**src/rtl/exp_input_pkg.sv**
```systemverilog
// Shared constants for the expansion-bus input responder: event bit map,
// expansion register indices and the startup state encoding.
package exp_input_pkg;

    localparam int EVT_PRESS_LSB   = 0;
    localparam int EVT_RELEASE_LSB = 3;
    localparam int EVT_SW_CHANGE   = 6;
    localparam int EVT_W           = 7;

    localparam logic [3:0] EDR_INPUT_LEVEL = 4'h0;
    localparam logic [3:0] EDR_INPUT_EVENT = 4'h1;
    localparam logic [3:0] EDR_INPUT_MASK  = 4'h2;

    typedef enum logic [1:0] {
        INIT = 2'd0,
        LOAD = 2'd1,
        RUN  = 2'd2
    } startup_state_e;

    function automatic logic any_pending(input logic [EVT_W-1:0] evt,
                                         input logic [EVT_W-1:0] mask);
        return |(evt & mask);
    endfunction

endpackage

```
**src/rtl/exp_input_responder_debounce_cell.sv**
```systemverilog
// One input: 2-flop synchronizer, tick-counting debounce and a one-cycle
// rise/fall strobe that coincides with the cycle the stable value flips.
module debounce_cell
    import exp_input_pkg::*;
#(
    parameter int DEBOUNCE_TICKS = 10,
    parameter bit INVERT         = 1'b0
) (
    input  logic sysclk,
    input  logic sysreset_n,
    input  logic pulse1k,
    input  logic run,
    input  logic load,
    input  logic raw,
    output logic stable,
    output logic rise,
    output logic fall
);

    localparam int CW = $clog2(DEBOUNCE_TICKS + 1);
    localparam logic [CW-1:0] CNT_LAST = CW'(DEBOUNCE_TICKS - 1);

    logic          sync1_q;
    logic          sync2_q;
    logic          synced_s;
    logic [CW-1:0] cnt_q;
    logic [CW-1:0] cnt_d;
    logic          stable_q;
    logic          stable_d;
    logic          accept_s;

    // Synchronizer stages run in every state so they are full before LOAD.
    always_ff @(posedge sysclk or negedge sysreset_n) begin
        if (!sysreset_n) begin
            sync1_q <= 1'b0;
            sync2_q <= 1'b0;
        end else begin
            sync1_q <= raw;
            sync2_q <= sync1_q;
        end
    end

    assign synced_s = sync2_q ^ INVERT;

    // Debounce: any agreeing cycle clears the count; ticks with disagreement advance it.
    always_comb begin
        cnt_d    = cnt_q;
        stable_d = stable_q;
        accept_s = 1'b0;
        if (load) begin
            stable_d = synced_s;
            cnt_d    = {CW{1'b0}};
        end else if (!run) begin
            cnt_d = {CW{1'b0}};
        end else if (synced_s == stable_q) begin
            cnt_d = {CW{1'b0}};
        end else if (pulse1k) begin
            if (cnt_q == CNT_LAST) begin
                accept_s = 1'b1;
                stable_d = synced_s;
                cnt_d    = {CW{1'b0}};
            end else begin
                cnt_d = cnt_q + CW'(1);
            end
        end else begin
            cnt_d = cnt_q;
        end
    end

    // Counter and stable value registers.
    always_ff @(posedge sysclk or negedge sysreset_n) begin
        if (!sysreset_n) begin
            cnt_q    <= {CW{1'b0}};
            stable_q <= 1'b0;
        end else begin
            cnt_q    <= cnt_d;
            stable_q <= stable_d;
        end
    end

    assign stable = stable_q;
    assign rise   = accept_s & synced_s;
    assign fall   = accept_s & ~synced_s;

endmodule

```
**src/rtl/exp_input_responder.sv**
```systemverilog
// Expansion-bus responder for DE0 pushbuttons and slide switches: debounced
// levels, sticky clear-on-read events, event mask and a pending flag.
module exp_input_responder
    import exp_input_pkg::*;
#(
    parameter int NUM_BTN        = 3,
    parameter int NUM_SW         = 10,
    parameter int DEBOUNCE_TICKS = 10
) (
    input  logic               sysclk,
    input  logic               sysreset_n,
    input  logic               pulse1k,
    input  logic [NUM_BTN-1:0] buttons_raw,
    input  logic [NUM_SW-1:0]  switches_raw,
    input  logic [15:0]        data_in,
    output logic [15:0]        level_out,
    output logic [15:0]        event_out,
    input  logic               event_read,
    output logic [15:0]        mask_out,
    input  logic               mask_load,
    output logic               event_pending
);

    startup_state_e state_q;
    startup_state_e state_d;
    logic           init_cnt_q;
    logic           init_cnt_d;
    logic           run_s;
    logic           load_s;

    logic [NUM_BTN-1:0] btn_stable_s;
    logic [NUM_BTN-1:0] btn_rise_s;
    logic [NUM_BTN-1:0] btn_fall_s;
    logic [NUM_SW-1:0]  sw_stable_s;
    logic [NUM_SW-1:0]  sw_rise_s;
    logic [NUM_SW-1:0]  sw_fall_s;

    logic [EVT_W-1:0] evt_new_s;
    logic [EVT_W-1:0] event_q;
    logic [EVT_W-1:0] event_d;
    logic [EVT_W-1:0] mask_q;
    logic [EVT_W-1:0] mask_d;
    logic             pending_q;
    logic             pending_d;
    logic             data_unused_s;

    // Startup sequencer next state: two fill cycles, one load cycle, then run forever.
    always_comb begin
        state_d    = state_q;
        init_cnt_d = init_cnt_q;
        run_s      = 1'b0;
        load_s     = 1'b0;
        case (state_q)
            INIT: begin
                if (init_cnt_q) begin
                    state_d    = LOAD;
                    init_cnt_d = 1'b0;
                end else begin
                    init_cnt_d = 1'b1;
                end
            end
            LOAD: begin
                load_s  = 1'b1;
                state_d = RUN;
            end
            RUN: begin
                run_s = 1'b1;
            end
            default: begin
                state_d    = INIT;
                init_cnt_d = 1'b0;
            end
        endcase
    end

    // Startup sequencer state register.
    always_ff @(posedge sysclk or negedge sysreset_n) begin
        if (!sysreset_n) begin
            state_q    <= INIT;
            init_cnt_q <= 1'b0;
        end else begin
            state_q    <= state_d;
            init_cnt_q <= init_cnt_d;
        end
    end

    for (genvar i = 0; i < NUM_BTN; i++) begin : g_btn
        debounce_cell #(
            .DEBOUNCE_TICKS (DEBOUNCE_TICKS),
            .INVERT         (1'b1)
        ) u_cell (
            .sysclk     (sysclk),
            .sysreset_n (sysreset_n),
            .pulse1k    (pulse1k),
            .run        (run_s),
            .load       (load_s),
            .raw        (buttons_raw[i]),
            .stable     (btn_stable_s[i]),
            .rise       (btn_rise_s[i]),
            .fall       (btn_fall_s[i])
        );
    end

    for (genvar i = 0; i < NUM_SW; i++) begin : g_sw
        debounce_cell #(
            .DEBOUNCE_TICKS (DEBOUNCE_TICKS),
            .INVERT         (1'b0)
        ) u_cell (
            .sysclk     (sysclk),
            .sysreset_n (sysreset_n),
            .pulse1k    (pulse1k),
            .run        (run_s),
            .load       (load_s),
            .raw        (switches_raw[i]),
            .stable     (sw_stable_s[i]),
            .rise       (sw_rise_s[i]),
            .fall       (sw_fall_s[i])
        );
    end

    // Event, mask and pending next state; a read keeps only this cycle's new events.
    always_comb begin
        evt_new_s = {EVT_W{1'b0}};
        evt_new_s[EVT_PRESS_LSB   +: NUM_BTN] = btn_rise_s;
        evt_new_s[EVT_RELEASE_LSB +: NUM_BTN] = btn_fall_s;
        evt_new_s[EVT_SW_CHANGE]              = |(sw_rise_s | sw_fall_s);
        if (event_read) begin
            event_d = evt_new_s;
        end else begin
            event_d = event_q | evt_new_s;
        end
        if (mask_load) begin
            mask_d = data_in[EVT_W-1:0];
        end else begin
            mask_d = mask_q;
        end
        pending_d = any_pending(event_d, mask_d);
    end

    // Event, mask and pending registers.
    always_ff @(posedge sysclk or negedge sysreset_n) begin
        if (!sysreset_n) begin
            event_q   <= {EVT_W{1'b0}};
            mask_q    <= {EVT_W{1'b0}};
            pending_q <= 1'b0;
        end else begin
            event_q   <= event_d;
            mask_q    <= mask_d;
            pending_q <= pending_d;
        end
    end

    assign data_unused_s = ^data_in[15:EVT_W];

    assign level_out     = {sw_stable_s, 3'b000, btn_stable_s};
    assign event_out     = {9'b0_0000_0000, event_q};
    assign mask_out      = {9'b0_0000_0000, mask_q};
    assign event_pending = pending_q;

endmodule

```
**config.mk**
```make
export PLATFORM = sky130hd
export DESIGN_NAME = exp_input_responder
export DESIGN_NICKNAME = d
export VERILOG_FILES = /design/src/rtl/exp_input_pkg.sv /design/src/rtl/exp_input_responder_debounce_cell.sv /design/src/rtl/exp_input_responder.sv
export SDC_FILE = /design/constraint.sdc
export NUM_CORES = 1
export LEC_CHECK = 0
export CORE_MARGIN = 10
export CORE_UTILIZATION = 55
export CTS_CLUSTER_SIZE = 25
export DETAILED_ROUTE_END_ITERATION = 10
export HOLD_SLACK_MARGIN = 0.06
export PLACE_DENSITY_LB_ADDON = 0.25
export SETUP_SLACK_MARGIN = 0.02
export SYNTH_ARGS = -nofsm -noshare
export SYNTH_HDL_FRONTEND = slang
export SYNTH_HIERARCHICAL = 1
export SYNTH_SLANG_ARGS = --single-unit
```
**constraint.sdc**
```tcl
create_clock -name sysclk -period 3.57 [get_ports sysclk]
set_clock_uncertainty 0.15 [all_clocks]
set_input_delay 0.5355 -clock sysclk [delete_from_list [all_inputs] [get_ports sysclk]]
set_output_delay 0.5355 -clock sysclk [all_outputs]
set_load 0.03 [all_outputs]
```
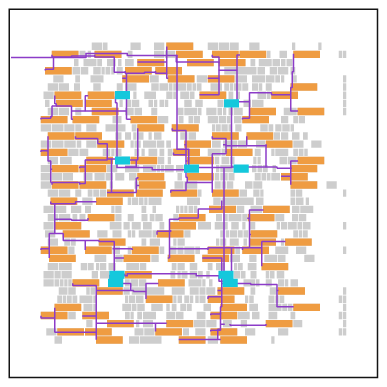
clock_wires.png
(3 px per um)
- clock-net drivers: cyan (count 9)
- flip-flops: orange (count 109)
- clock wires: purple (length 1220 um)
- routed clock nets: 10

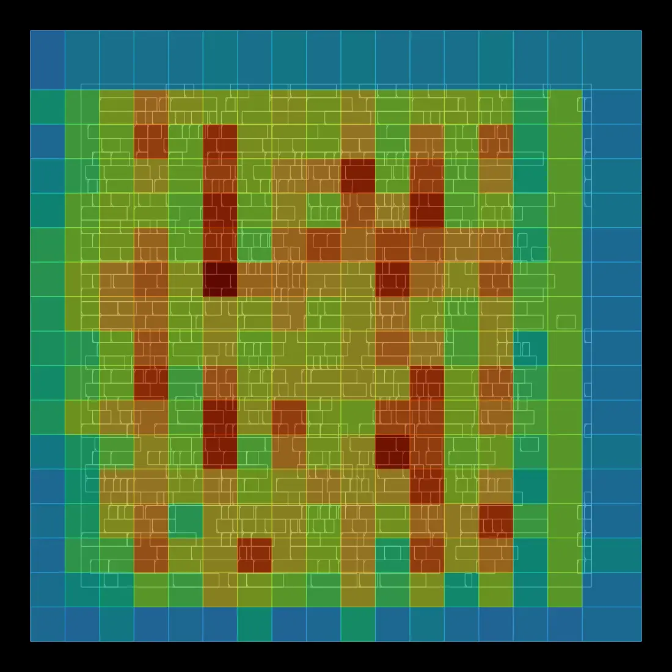
congestion_map.png
met2 Usage GRT: 27.5%
GR peak layer: met2
GR Util met3: 5.28%

==> results.cfg <==
; generated from flow reports
[critical_path]
endpoint = event_pending
cp_num_buf_inv = 1
cpPeakStageDelay_ns = 0.54
path_class = reg -> reg
critPathMaxFanout = 17
startpoint_type = register
crit_cells = 8
worstPathRequired_ns = 3.67
crit_path_start = state_q[0]
path_cells = inv_1 -> ha_1 -> nand3b_1 -> nor3_1 -> nor4_1 -> nand4_1 -> a211o_1 -> a211o_1
r2r-end = event_pending
cpMostUsedCell = a211o_1
critPathSlowestCell = nor4_1
cp_top_family = simple AND/OR/NAND/NOR gates

[routing]
firstDrtPassIters = 5
wl_met1_um = 5100
via_count = 4210
wl_per_cell_um = 15.6
ant_nets = 0
drc = 0
routed_wl_um = 12000
vias_per_cell = 5.51
drtIter0Drc = 245

[final_layout]
utilization_pct = 64.5
fin_cells = 764
comb_share_pct = 41.8
nFillCells = 811
clkCellAreaFrac_pct = 3.89
nNonClkBuffers = 59
largest_registers = g_sw.u_cell/cnt_q: 40 flops, g_btn.u_cell/cnt_q: 12 flops
inv_count = 33
nNetsFinal = 686
largest_class = logic gates
largest_reg_flops = 40
clkbuf_count = 11
final-nonclk-buf-share_pct = 8.72
top_register = g_sw.u_cell/cnt_q
drive_above_1_share_pct = 10.0

[placed_design]
post_dp_cell_area_mm2 = 0.00637
portBuffers = 52
dpl.hpwl_um = 8470
gp_congestion = 0.780

[global_routing]
grt_pass1_wl_um = 20500
track_usage_pct = 16.6
antenna_found_initial = 0
met1_usage_pct = 20.2

[yosys]
ys_ff = 109
area_leaders = dfrtp_1 (47%), ha_1 (6.3%), nand3b_1 (6.0%)
ys_sh_mux_pct = 3.92
ys_seq_share_pct = 47.4
yosys.area_share.simple_pct = 22.4
edf_count = 0
ys_async_sr_fraction_pct = 100
yosysCellCount = 565
top_logic_kind = simple AND/OR/NAND/NOR gates
synth_cells = 565
ys.flop_type = dfrtp_1
synth_warnings = 6
xor_share_pct = 1.98

[final_timing]
setup_viol = 0
holdWs_ns = 0.142
tightest_slew_ns = 0.881
relSlewSlack_pct = 41.3
rsz0062_at_grt = no
setup_ws_ns = 0.649
max_freq_ghz = 0.342
drv_slew = 0

[power]
irDropWorstVdd_mv = 0.235
pg_comb_uw = 349
seqPwrFrac_pct = 51.9
p_clk_share_pct = 34.8
power_frac_comb_pct = 13.3
top_power_group = sequential cells
powerDensity_mw_per_mm2 = 397

[hold_path]
hold_class = in -> async

[clock_network]
cts_buffers = 9
worstSkewPairLatency_ns = 0.36
cts_tree = done
cts.sinks = 109
cts_setup_buffers = 0
cts_resized = 0
cts_hold_buf = 0

[floorplan]
placementRows = 37
fp.coreArea_mm2 = 0.0103
die_h_um = 122

[run_status]
outcome = complete, no violations
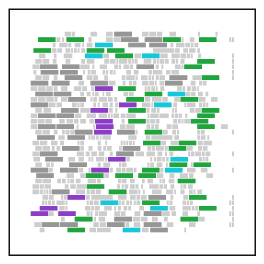
ff_map.png
(2 px per um) Other sequential cells in the stronger grey, the rest of the logic in the fainter grey.
- g_sw.u_cell/cnt_q: green (sequential cells 40)
- g_btn.u_cell/cnt_q: purple (sequential cells 12)
- g_sw.u_cell/stable: cyan (sequential cells 10)
seq pwr: 1.37 mW
sequential cell area share: 41.1%
Reg area: 0.00273 mm2

Power is estimated from default activity; no workload was simulated.
